`src/rtl/axi_write_firewall.sv`:
```
// axi_write_firewall
//   Write-side firewall between the NoC slave write port and a protected
//   memory target. Each AW is latched and shown to the address-permission
//   unit (APU). The APU answers combinationally. Permitted bursts are
//   forwarded on the M_ side. Write-protected bursts are drained locally,
//   answered with SLVERR, counted, and flagged on a sticky interrupt.
//   Only one write is outstanding at a time.
//
// Ports
//   ACLK, ARESET                  clock, async active-high reset
//   S_AW*/S_W*/S_B*               slave-side AXI4 write channels (from NoC)
//   M_AW*/M_W*/M_B*               master-side AXI4 write channels (to target)
//   APU_ADDR / APU_PERM           address under check / permission (10 = WP)
//   IS_VALID_ACCESS               1-cycle pulse when a checked write is allowed
//   VIOLATION_IRQ / IRQ_CLR       sticky violation flag and its clear
//   VIOLATION_CNT                 saturating count of blocked writes
//
// state   | meaning
// --------+----------------------------------------------------------
// IDLE    | waiting for AW, S_AWREADY high
// CHECK   | one cycle, APU_PERM sampled for the latched address
// FWD_AW  | presenting the latched AW to the target
// FWD_W   | W beats passed through, WLAST from the internal beat counter
// FWD_B   | target response passed back to the NoC
// DRAIN_W | protected burst, W beats accepted and discarded
// ERR_B   | SLVERR returned for the drained burst

module axi_write_firewall #(
  parameter int DATA_W = 32,
  parameter int CNT_W  = 8
) (
  input  logic              ACLK,
  input  logic              ARESET,
  input  logic [31:0]       S_AWADDR,
  input  logic [7:0]        S_AWLEN,
  input  logic              S_AWVALID,
  output logic              S_AWREADY,
  input  logic [DATA_W-1:0] S_WDATA,
  input  logic              S_WLAST,
  input  logic              S_WVALID,
  output logic              S_WREADY,
  output logic [1:0]        S_BRESP,
  output logic              S_BVALID,
  input  logic              S_BREADY,
  output logic [31:0]       M_AWADDR,
  output logic [7:0]        M_AWLEN,
  output logic              M_AWVALID,
  input  logic              M_AWREADY,
  output logic [DATA_W-1:0] M_WDATA,
  output logic              M_WLAST,
  output logic              M_WVALID,
  input  logic              M_WREADY,
  input  logic [1:0]        M_BRESP,
  input  logic              M_BVALID,
  output logic              M_BREADY,
  output logic [31:0]       APU_ADDR,
  input  logic [1:0]        APU_PERM,
  output logic              IS_VALID_ACCESS,
  output logic              VIOLATION_IRQ,
  input  logic              IRQ_CLR,
  output logic [CNT_W-1:0]  VIOLATION_CNT
);

  typedef enum logic [2:0] {
    IDLE, CHECK, FWD_AW, FWD_W, FWD_B, DRAIN_W, ERR_B
  } state_t;

  localparam logic [1:0] PERM_WP = 2'b10;
  localparam logic [1:0] SLVERR  = 2'b10;

  state_t             state_q, state_d;
  logic [31:0]        addr_q, addr_d;
  logic [7:0]         len_q, len_d;
  logic [7:0]         beat_q, beat_d;
  logic               irq_q, irq_d;
  logic [CNT_W-1:0]   cnt_q, cnt_d;
  logic               irq_set;
  logic               aw_ready_c;

  // The beat counter alone decides the end of a burst; S_WLAST is not trusted.
  logic unused_wlast;
  assign unused_wlast = S_WLAST;

  always_ff @(posedge ACLK or posedge ARESET) begin
    if (ARESET) begin
      state_q <= IDLE;
      addr_q  <= '0;
      len_q   <= '0;
      beat_q  <= '0;
      irq_q   <= 1'b0;
      cnt_q   <= '0;
    end else begin
      state_q <= state_d;
      addr_q  <= addr_d;
      len_q   <= len_d;
      beat_q  <= beat_d;
      irq_q   <= irq_d;
      cnt_q   <= cnt_d;
    end
  end

  always_comb begin
    state_d         = state_q;
    addr_d          = addr_q;
    len_d           = len_q;
    beat_d          = beat_q;
    cnt_d           = cnt_q;
    irq_set         = 1'b0;
    aw_ready_c      = 1'b0;
    S_WREADY        = 1'b0;
    S_BRESP         = 2'b00;
    S_BVALID        = 1'b0;
    M_AWVALID       = 1'b0;
    M_WDATA         = '0;
    M_WLAST         = 1'b0;
    M_WVALID        = 1'b0;
    M_BREADY        = 1'b0;
    IS_VALID_ACCESS = 1'b0;

    case (state_q)
      IDLE: begin
        aw_ready_c = 1'b1;
        if (S_AWVALID) begin
          addr_d  = S_AWADDR;
          len_d   = S_AWLEN;
          state_d = CHECK;
        end
      end
      CHECK: begin
        // Only write protection blocks; read protection (01) is irrelevant here.
        if (APU_PERM == PERM_WP) begin
          irq_set = 1'b1;
          beat_d  = len_q;
          if (cnt_q != {CNT_W{1'b1}}) cnt_d = cnt_q + 1'b1;
          state_d = DRAIN_W;
        end else begin
          IS_VALID_ACCESS = 1'b1;
          state_d         = FWD_AW;
        end
      end
      FWD_AW: begin
        M_AWVALID = 1'b1;
        if (M_AWREADY) begin
          beat_d  = len_q;
          state_d = FWD_W;
        end
      end
      FWD_W: begin
        M_WVALID = S_WVALID;
        S_WREADY = M_WREADY;
        M_WDATA  = S_WDATA;
        M_WLAST  = (beat_q == 8'd0);
        if (S_WVALID && M_WREADY) begin
          if (beat_q == 8'd0) state_d = FWD_B;
          else                beat_d  = beat_q - 8'd1;
        end
      end
      FWD_B: begin
        S_BVALID = M_BVALID;
        S_BRESP  = M_BRESP;
        M_BREADY = S_BREADY;
        if (M_BVALID && S_BREADY) state_d = IDLE;
      end
      DRAIN_W: begin
        S_WREADY = 1'b1;
        if (S_WVALID) begin
          if (beat_q == 8'd0) state_d = ERR_B;
          else                beat_d  = beat_q - 8'd1;
        end
      end
      ERR_B: begin
        S_BVALID = 1'b1;
        S_BRESP  = SLVERR;
        if (S_BREADY) state_d = IDLE;
      end
      default: state_d = IDLE;
    endcase

    // A new violation outranks a simultaneous clear.
    if (irq_set)      irq_d = 1'b1;
    else if (IRQ_CLR) irq_d = 1'b0;
    else              irq_d = irq_q;
  end

  // State is IDLE during reset, but every ready must still read low then.
  assign S_AWREADY     = aw_ready_c & ~ARESET;
  assign M_AWADDR      = addr_q;
  assign M_AWLEN       = len_q;
  assign APU_ADDR      = addr_q;
  assign VIOLATION_IRQ = irq_q;
  assign VIOLATION_CNT = cnt_q;

endmodule

```
`config.mk`:
```
export PLATFORM = sky130hd
export DESIGN_NAME = axi_write_firewall
export DESIGN_NICKNAME = d
export VERILOG_FILES = /design/src/rtl/axi_write_firewall.sv
export SDC_FILE = /design/constraint.sdc
export NUM_CORES = 1
export LEC_CHECK = 0
export ABC_AREA = 1
export CORE_ASPECT_RATIO = 0.6
export CORE_MARGIN = 2
export CORE_UTILIZATION = 37
export DETAILED_ROUTE_END_ITERATION = 8
export PLACE_DENSITY = 0.79
export SLEW_MARGIN = 20
export SYNTH_ARGS = -nofsm -noshare
export SYNTH_HDL_FRONTEND = slang
export SYNTH_SLANG_ARGS = --single-unit
```
`constraint.sdc`:
```
create_clock -name ACLK -period 2.37 [get_ports ACLK]
set_input_delay 0.474 -clock ACLK [delete_from_list [all_inputs] [get_ports ACLK]]
set_output_delay 0.474 -clock ACLK [all_outputs]
set_load 0.02 [all_outputs]
```
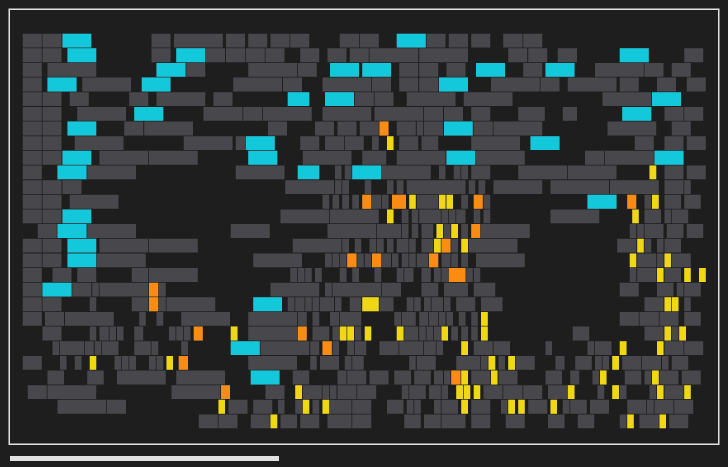
*Selected gate families*
Bar = 50 microns.
| family | color | cells |
|---|---|---|
| inverting AOI/OAI gates | orange | 19 |
| inverters | yellow | 61 |
| multiplexers | cyan | 38 |
Top cell excl fill/tap: clkdlybuf4s50_1
logic share of the area: 0.262
fin cells: 730

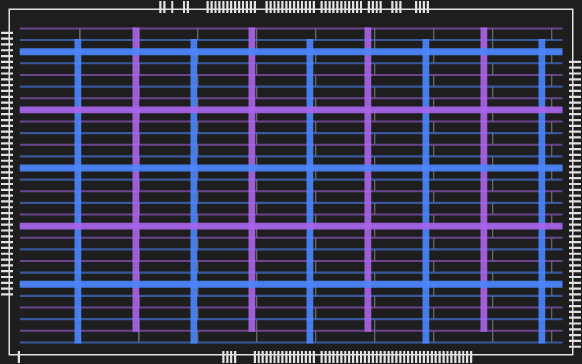
*Power grid*
Pins as bars on the die edge. Tap cells in gray.
| net | color |
|---|---|
| VSS | blue |
| VDD | purple |
tap cells: 130
signal pins: 209
VDD IR-drop max: 0.801 mV
die width: 131 microns
die height: 80.5 microns
Placeable Area: 0.00932 sq mm

==> results.toml <==
# yosys + openroad results
[logic_synthesis]
synth_area_leader_cell = "dfrtp_1"
synth-cells-yosys = 415
syn_inst = 415
synthXorXnorAreaFrac = 0.0146
ys_seq_elements = 60
ys_sh_mux = 0.156
synth-edff-count = 0
top_cell = "nand2_1"
synth-compound-area-share = 0.0281
avgSynthCellArea_sq_um = 8.69
ys_sh_simple = 0.217

[placed_design]
place_ws_ps = 113
hpwl_mm = 7.71
place_congestion = 0.923

[pwr]
power_density_mw_per_mm2 = 1390
p_total_w = 0.00816

[finish]
nNonClkInverters = 61
area_growth_pct = 62.7
flop_area_sq_mm = 0.00150
most-common-layout-cells = "166 x clkdlybuf4s50_1, 91 x nand2_1, 60 x dfrtp_1"
num-nets-final = 685
num-clock-buffers = 11
signal_buffers = 214
top_area_cell_class = "buffers"
bufAreaShareNonClock = 0.360

[cts]
cts_buffer_depth = 2
cts_setup_buffers = 0
clock-root-buffer = "clkbuf_16"
cts_max_level = 3
holdBufCountCts = 0
numCtsBuffers = 9
cts_tree = "done"
cts.sinks = 60

[die]
tapCellCount = 130
ioPinCount = 209

[worst_setup_path]
reg2reg_depth = 8
critical_path.top_delay_family = "buffers and inverters"
path_buffers = 3
crit_chain = "inv_1 > nand3_2 > buf_6 > nor2_1 > dlygate4sd2_1"
reg2reg_to = "VIOLATION_CNT[7]"

[grt]
grt_use_met1 = 0.242
grt_pass1_vias = 3242
grt.total_usage = 0.196
grt_use_met2 = 0.329
grt_overflow = 0
grt_pass1_wl_mm = 16.3

[sta]
setup_violations = 0
slew_headroom = 0.511
max_freq_ghz = 0.454
period_used_share = 0.929
setup_ws_ps = 168

[drt]
ant_nets = 0
via_per_inst = 4.50
wl_per_cell_microns = 13.9
drcViolationCount = 0

[hold_path]
hold_end = "VIOLATION_IRQ"
hp-start = "VIOLATION_IRQ"
hold_class = "reg -> reg"

[run_status]
status = "finished clean"
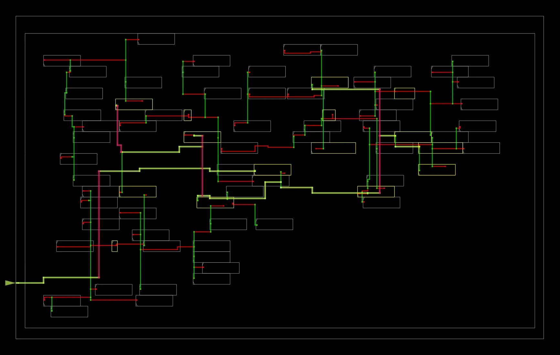
*Clock nets*
Clk power: 0.00139 W
clk latency late pin: 320 ps
Max Clock Skew: 3.74 ps

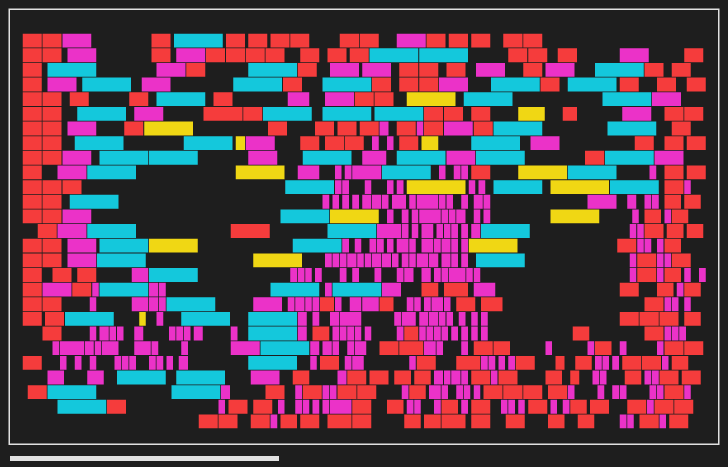
*Cells colored by class*
Bar = 50 microns.
| class | color | cells | share of their area |
|---|---|---|---|
| clock drivers and dummy loads | yellow | 15 | 5.5% |
| flip-flops | cyan | 60 | 26% |
| other buffers and delay cells | red | 214 | 37% |
| all other logic | magenta | 311 | 31% |
Final Util: 0.629
# rows: 27
post-route cell area: 0.00587 sq mm
flop share of the area: 0.256

==> stage by stage <==
| stage | util | instances |
|---|---|---|
| 6_report | 0.629 | 730 |
| 5_1_grt | 0.629 | 730 |
| 4_1_cts | 0.628 | 730 |
| 3_5_place_dp | 0.599 | 715 |
| 3_3_place_gp | 0.599 | 715 |
| 2_1_floorplan | - | 415 |
==> worst max-delay path by stage <==
stage               startpoint          end  slack (ps)  cells after the start
finish              state_q[2]  M_WDATA[30]         170                      5
global route        state_q[2]  M_WDATA[30]          40                      5
CTS                 state_q[0]    M_AWVALID          50                      5
detailed placement    M_WREADY     S_WREADY         110                      4
global placement      M_WREADY     S_WREADY         120                      4
floorplan               ARESET  APU_ADDR[0]         410                      1
==> power by group <==
group          internal [W]  switching [W]
sequential          0.00151       0.000447
clock              0.000942       0.000445
combinational       0.00235        0.00246
No activity file was given, so power comes from the tool's default toggle rates.
